`src/rtl/skid_pipe_reg.sv`:
```
// skid_pipe_reg: val/rdy pipeline register with a one-entry skid slot.
//
// Cuts every combinational path between producer and consumer (data, valid and
// ready) while still sustaining one transfer per cycle. The head word lives in
// the main register and drives deq_msg directly. When the consumer stalls, the
// one word already in flight from the producer is caught by the skid register,
// and enq_rdy drops on the following cycle.
//
// Parameters:
//   p_nbits        data width in bits
//   p_reset_value  value loaded into main and skid on reset
//
// Ports:
//   clk          clock, all state updates on the rising edge
//   reset        synchronous, active-high reset
//   enq_val      upstream word valid
//   enq_rdy      block can accept a word this cycle
//   enq_msg      upstream data
//   deq_val      deq_msg holds a valid word
//   deq_rdy      downstream accepts the word this cycle
//   deq_msg      head data (always the main register)
//   num_entries  occupancy: 0, 1 or 2

module skid_pipe_reg #(
  parameter int unsigned          p_nbits       = 1,
  parameter logic [p_nbits-1:0]   p_reset_value = '0
) (
  input  logic               clk,
  input  logic               reset,
  input  logic               enq_val,
  output logic               enq_rdy,
  input  logic [p_nbits-1:0] enq_msg,
  output logic               deq_val,
  input  logic               deq_rdy,
  output logic [p_nbits-1:0] deq_msg,
  output logic [1:0]         num_entries
);

  typedef enum logic [1:0] {
    StEmpty = 2'd0,
    StOne   = 2'd1,
    StFull  = 2'd2
  } state_e;

  state_e             state_q;
  logic [p_nbits-1:0] main_q;
  logic [p_nbits-1:0] skid_q;

  logic enq_fire;
  logic deq_fire;

  // Outputs depend only on the state register; enq_rdy is also masked by reset
  // so no handshake can complete while the block is being cleared.
  always_comb begin
    enq_rdy     = (state_q != StFull) && !reset;
    deq_val     = (state_q != StEmpty);
    deq_msg     = main_q;
    num_entries = 2'd0;
    case (state_q)
      StOne:   num_entries = 2'd1;
      StFull:  num_entries = 2'd2;
      default: num_entries = 2'd0;
    endcase
  end

  assign enq_fire = enq_val && enq_rdy;
  assign deq_fire = deq_val && deq_rdy;

  always_ff @(posedge clk) begin
    if (reset) begin
      state_q <= StEmpty;
      main_q  <= p_reset_value;
      skid_q  <= p_reset_value;
    end else begin
      case (state_q)
        StEmpty: begin
          // deq cannot fire here since deq_val is low
          if (enq_fire) begin
            main_q  <= enq_msg;
            state_q <= StOne;
          end
        end
        StOne: begin
          if (enq_fire && deq_fire) begin
            // pass-through: head leaves, new word becomes head
            main_q <= enq_msg;
          end else if (enq_fire) begin
            // consumer stalled: park the in-flight word behind the head
            skid_q  <= enq_msg;
            state_q <= StFull;
          end else if (deq_fire) begin
            // main keeps its stale contents; deq_val hides it
            state_q <= StEmpty;
          end
        end
        StFull: begin
          // enq cannot fire here since enq_rdy is low
          if (deq_fire) begin
            main_q  <= skid_q;
            state_q <= StOne;
          end
        end
        default: begin
          state_q <= StEmpty;
        end
      endcase
    end
  end

  // Simulation-time sanity checks on the control inputs and the occupancy.
  a_inputs_known: assert property (@(posedge clk) disable iff (reset)
    !$isunknown({enq_val, deq_rdy}))
    else $error("skid_pipe_reg: enq_val or deq_rdy is X/Z");

  a_occupancy_legal: assert property (@(posedge clk) disable iff (reset)
    num_entries != 2'd3)
    else $error("skid_pipe_reg: illegal occupancy 3");

endmodule

```
`config.mk`:
```
export PLATFORM = sky130hd
export DESIGN_NAME = skid_pipe_reg
export DESIGN_NICKNAME = d
export VERILOG_FILES = /design/src/rtl/skid_pipe_reg.sv
export SDC_FILE = /design/constraint.sdc
export NUM_CORES = 1
export LEC_CHECK = 0
export CORE_AREA = 2 2 39 41
export CTS_CLUSTER_DIAMETER = 30
export DETAILED_ROUTE_END_ITERATION = 7
export DIE_AREA = 0 0 41 43
export GPL_TIMING_DRIVEN = 0
export PLACE_DENSITY_LB_ADDON = 0.05
export SETUP_SLACK_MARGIN = 0.4
export SLEW_MARGIN = 20
export SYNTH_ARGS = -nofsm -noshare
export SYNTH_HDL_FRONTEND = slang
export SYNTH_SLANG_ARGS = --single-unit
```
`constraint.sdc`:
```
create_clock -name clk -period 2.1 [get_ports clk]
set_input_delay 0.42 -clock clk [delete_from_list [all_inputs] [get_ports clk]]
set_output_delay 0.42 -clock clk [all_outputs]
set_load 0.01 [all_outputs]
```
==> run_1/layers.png <==
Scale: 6 px per um. Only two layers are drawn.
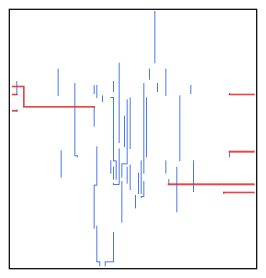
Key: red = M3 [wire length 45.5 um]; blue = M2 [wire length 225 um]

==> run_1/gates.png <==
Scale: 8 px per um.
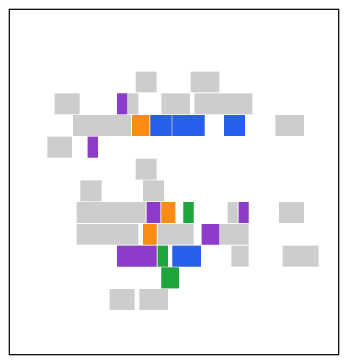
Key: green = nand cells [cells 3]; purple = nor cells [cells 6]; blue = non-inverting ao/oa cells [cells 4]; orange = aoi and oai cells [cells 3]
post-route non-filler standard cell count: 54
multi-input gate share of the layout cell area: 36.3%

==> run_1/pinout.png <==
Scale: 8 px per um. Pins as bars across the die edge, other pins in gray.
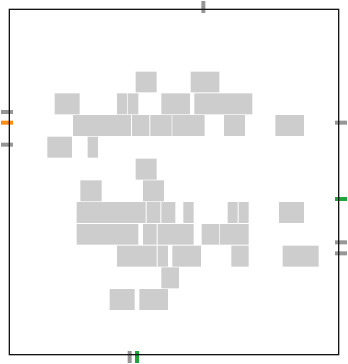
Key: orange = `reset` [pins 1, direction input, edge left]; green = `num_entries` [pins 2, direction output, edge 1 right, 1 bottom]
die extent in x: 41 um
count of input and output buffers: 9
height of the die: 43 um

==> writeup.txt, run 1 <==
Per the run summary, max-cap violations total 0. The most utilized layer in the global route result was met1. The smallest clock period supported by the final layout is computed as 1.51 ns. The run gives 0 for the remaining routing DRC violations. The number of flip-flops and latches in the synthesized netlist is 4.

The report lists the power per cell area as 608 nW/um2. The flop share of the area came out at 23.5%. The worst setup path is launched from a register.

After synthesis, the design contains 25 cells according to Yosys. The number of gates resized after CTS was 8. The cell type group with the largest total delay on the critical path was flip-flops. After detailed routing, no signal wire sits above met3. The max-slew check reports its worst relative slack as 80.6%. Per the log, the first TritonRoute iteration ended with a DRC count of 5. The sum of met2 wire segment lengths after detailed routing is 225 um.

The top cell types in the final layout, fill and taps aside, are clkdlybuf4s50_1 (4), dlygate4sd2_1 (4), nor2_1 (3), clkbuf_4 (3). The total number of placement rows was 14; the area of the mapped netlist was 214 um2. The boundary pin count is 10. The routed length on met1 is 282 um, and the critical-path maximum fanout is 7. The flow reports that the clock network draws 42.3% of the design power. The run gives 212 as the via count of the routed design. The total area inside the core boundary comes to 1380 um2. For the combinational group, total power comes out at 0.0000414 W. The tools report the post-CTS setup repair buffer count as 1. The area figure in the yosys stat output was 214 um2.

The clock network area share was 6.23%. The run gives 2 for the flip-flop count of the largest register after layout. After layout, the inverter instance count without clock inverters stands at 2. Synthesis handed over a netlist of 25 instances. The run finished with clean final reports. met2 track demand over resource after global routing is 8.13%. With the number of unique standard cell types used by synthesis at 17, the internal power consumption is 0.000169 W.
==> run_1/clock_nets.png <==
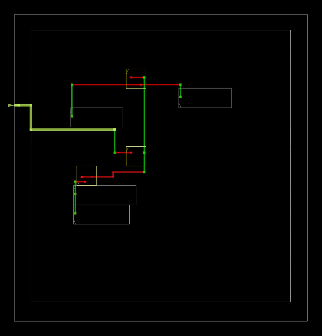

--- run 2 (diff from run 1) ---
- clock period: 2.1 -> 1.4 ns (I/O delays scaled with it)
==> run_2/clock_nets.png <==
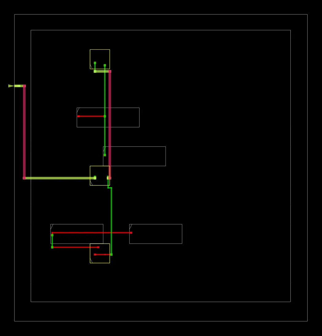
number of clock buffers in the layout: 3
number of sinks handled by clock tree synthesis: 4

==> run 2 against run 1 <==
Sequential power grew 46%. Die size is the same. Final area grew 4.8%. Largest cell class unchanged.
==> writeup.txt, run 2 <==
The cell type group with the largest total delay on the critical path is flip-flops. The post-CTS setup repair buffer count was 5 (+4). The worst setup path is launched from a register. The combinational share of cell area came out at 36.6% (+0.30 points). The number of standard cells after synthesis was 25 (unchanged); the height of the die was 43 um (unchanged). Number of flip-flops and latches in the synthesized netlist: 4 (unchanged). Counting I/O delays and the setup requirement, the final critical path takes 1.22 ns. The sum of met2 wire segment lengths after detailed routing was 227 um (+0.89%). The flow ran to the end, and the final reports show no timing, DRC or antenna violations. Leaving out fill and tap cells, the most frequent cells in the layout are buf_2 (5), buf_4 (4), nor2_1 (3), clkbuf_4 (3), dlygate4sd2_1 (3). The area figure in the yosys stat output is 214 um2 (unchanged). The cell count in the Yosys report was 25 (unchanged); the flip-flop count of the largest register after layout was 2 (unchanged). The run gives 0 (unchanged) for the max-cap check violation count. The via count of the routed design was 239 (+13%); the critical-path maximum fanout was 4 (-3).

The combinational cell power was 0.0000701 W (+69%); the number of unique standard cell types used by synthesis was 17 (unchanged). Power density over the cells: 896 nW/um2 (+47%).
--- run 3 (diff from run 2) ---
- SKIP_CTS_REPAIR_TIMING: not set -> 1
==> run 3 against run 2 <==
Power is essentially flat. Critical path type unchanged. Global-route usage decreased by 0.80 points. Non-clock buffer count unchanged.
==> writeup.txt, run 3 <==
The flow ran to the end, and the final reports show no timing, DRC or antenna violations. The number of unique standard cell types used by synthesis is 17 (unchanged), and the via count of the routed design is 242 (+1.3%). Summing the areas of all fa, ha and maj instances in the mapped netlist gives 0% of the synthesized area.

Cell type group with the largest total delay on the critical path: flip-flops. The tools report the final worst setup slack as 0.178 ns. In the layout the commonest cells are dlymetal6s2s_1 (4), nor2_1 (3), clkbuf_4 (3).

The tools report the core utilization before placement as 15.5%. In the synthesized netlist, the cells that appear most often are dfxtp_1 (4), nor2_1 (3), a21oi_1 (2), inv_1 (2), nand2_1 (2). For the number of standard cells after synthesis, the log shows 25 (unchanged).

The endpoint of the worst-slack reg-to-reg timing path was deq_msg$_SDFFE_PP0P_. With the hold violation total from the final report at 0, the number of cells traversed by the worst hold path is 2. With the area figure in the yosys stat output at 214 um2 (unchanged), the global-route wire length before repair is 814 um. The worst setup path is launched from a register. The combinational cell power was 0.0000695 W (-0.9%). With the sum of met2 wire segment lengths after detailed routing at 245 um (+7.9%), the height of the die is 43 um (unchanged). The tally of clock buffers in the finished layout is 3 (unchanged). VDD sags by at most 0.399 mV.

The combinational share of cell area is 33.5% (-3.1 points). The run gives 8 for the pin count of the biggest net entering global routing. With the power density over the cells at 820 nW/um2 (-8.5%), the mean cell area of the mapped netlist is 8.56 um2. The tree is rooted in a clkbuf_4. The cell sequence reported for the critical path is or2_1, buf_2.

For the worst-skew pair, the clock arrives at the later sink with an insertion delay of 0.24 ns. Cell count in the Yosys report: 25 (unchanged). With the flip-flop count of the largest register after layout at 2 (unchanged), the total number of clock tree sinks is 4 (unchanged).

With the max-cap check violation count at 0 (unchanged), the critical-path maximum fanout is 5 (+1). The flop share of the area works out to 21.1%. Origin of the worst setup path: state_q[0]$_SDFFE_PP0P_. The post-layout minimum cycle time was 1.22 ns (+0.0000680 ns); the number of flip-flops and latches in the synthesized netlist was 4 (unchanged).
==> run_3/layers.png <==
Scale: 6 px per um. Only two layers are drawn.
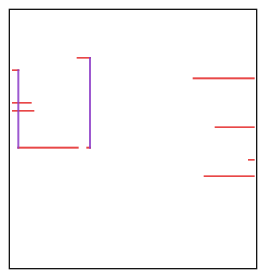
Key: purple = M4 [wire length 27.9 um]; red = M3 [wire length 44.9 um]


==> gallery <==
Clock distribution.
Scale: 12 px per um.
Plate I
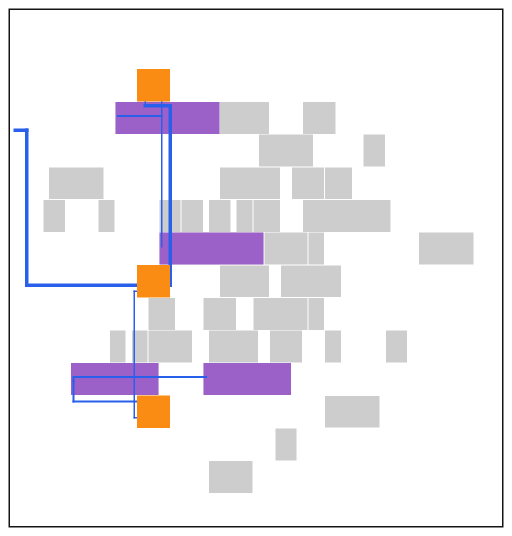
Plate II
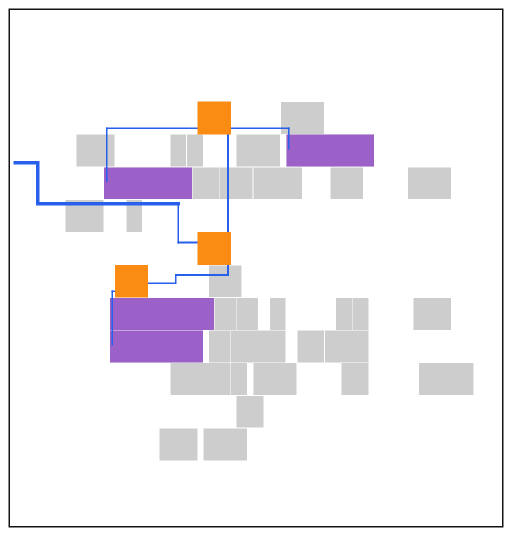
- Plate II = run 1
- Plate I = run 3

Key to Plate I:
Key: purple = flip-flops [count 4]; orange = clock-net drivers [count 3]; blue = clock wires [length 91.1 um]
There are 4 routed clock nets.

Power is estimated from default activity; no workload was simulated.
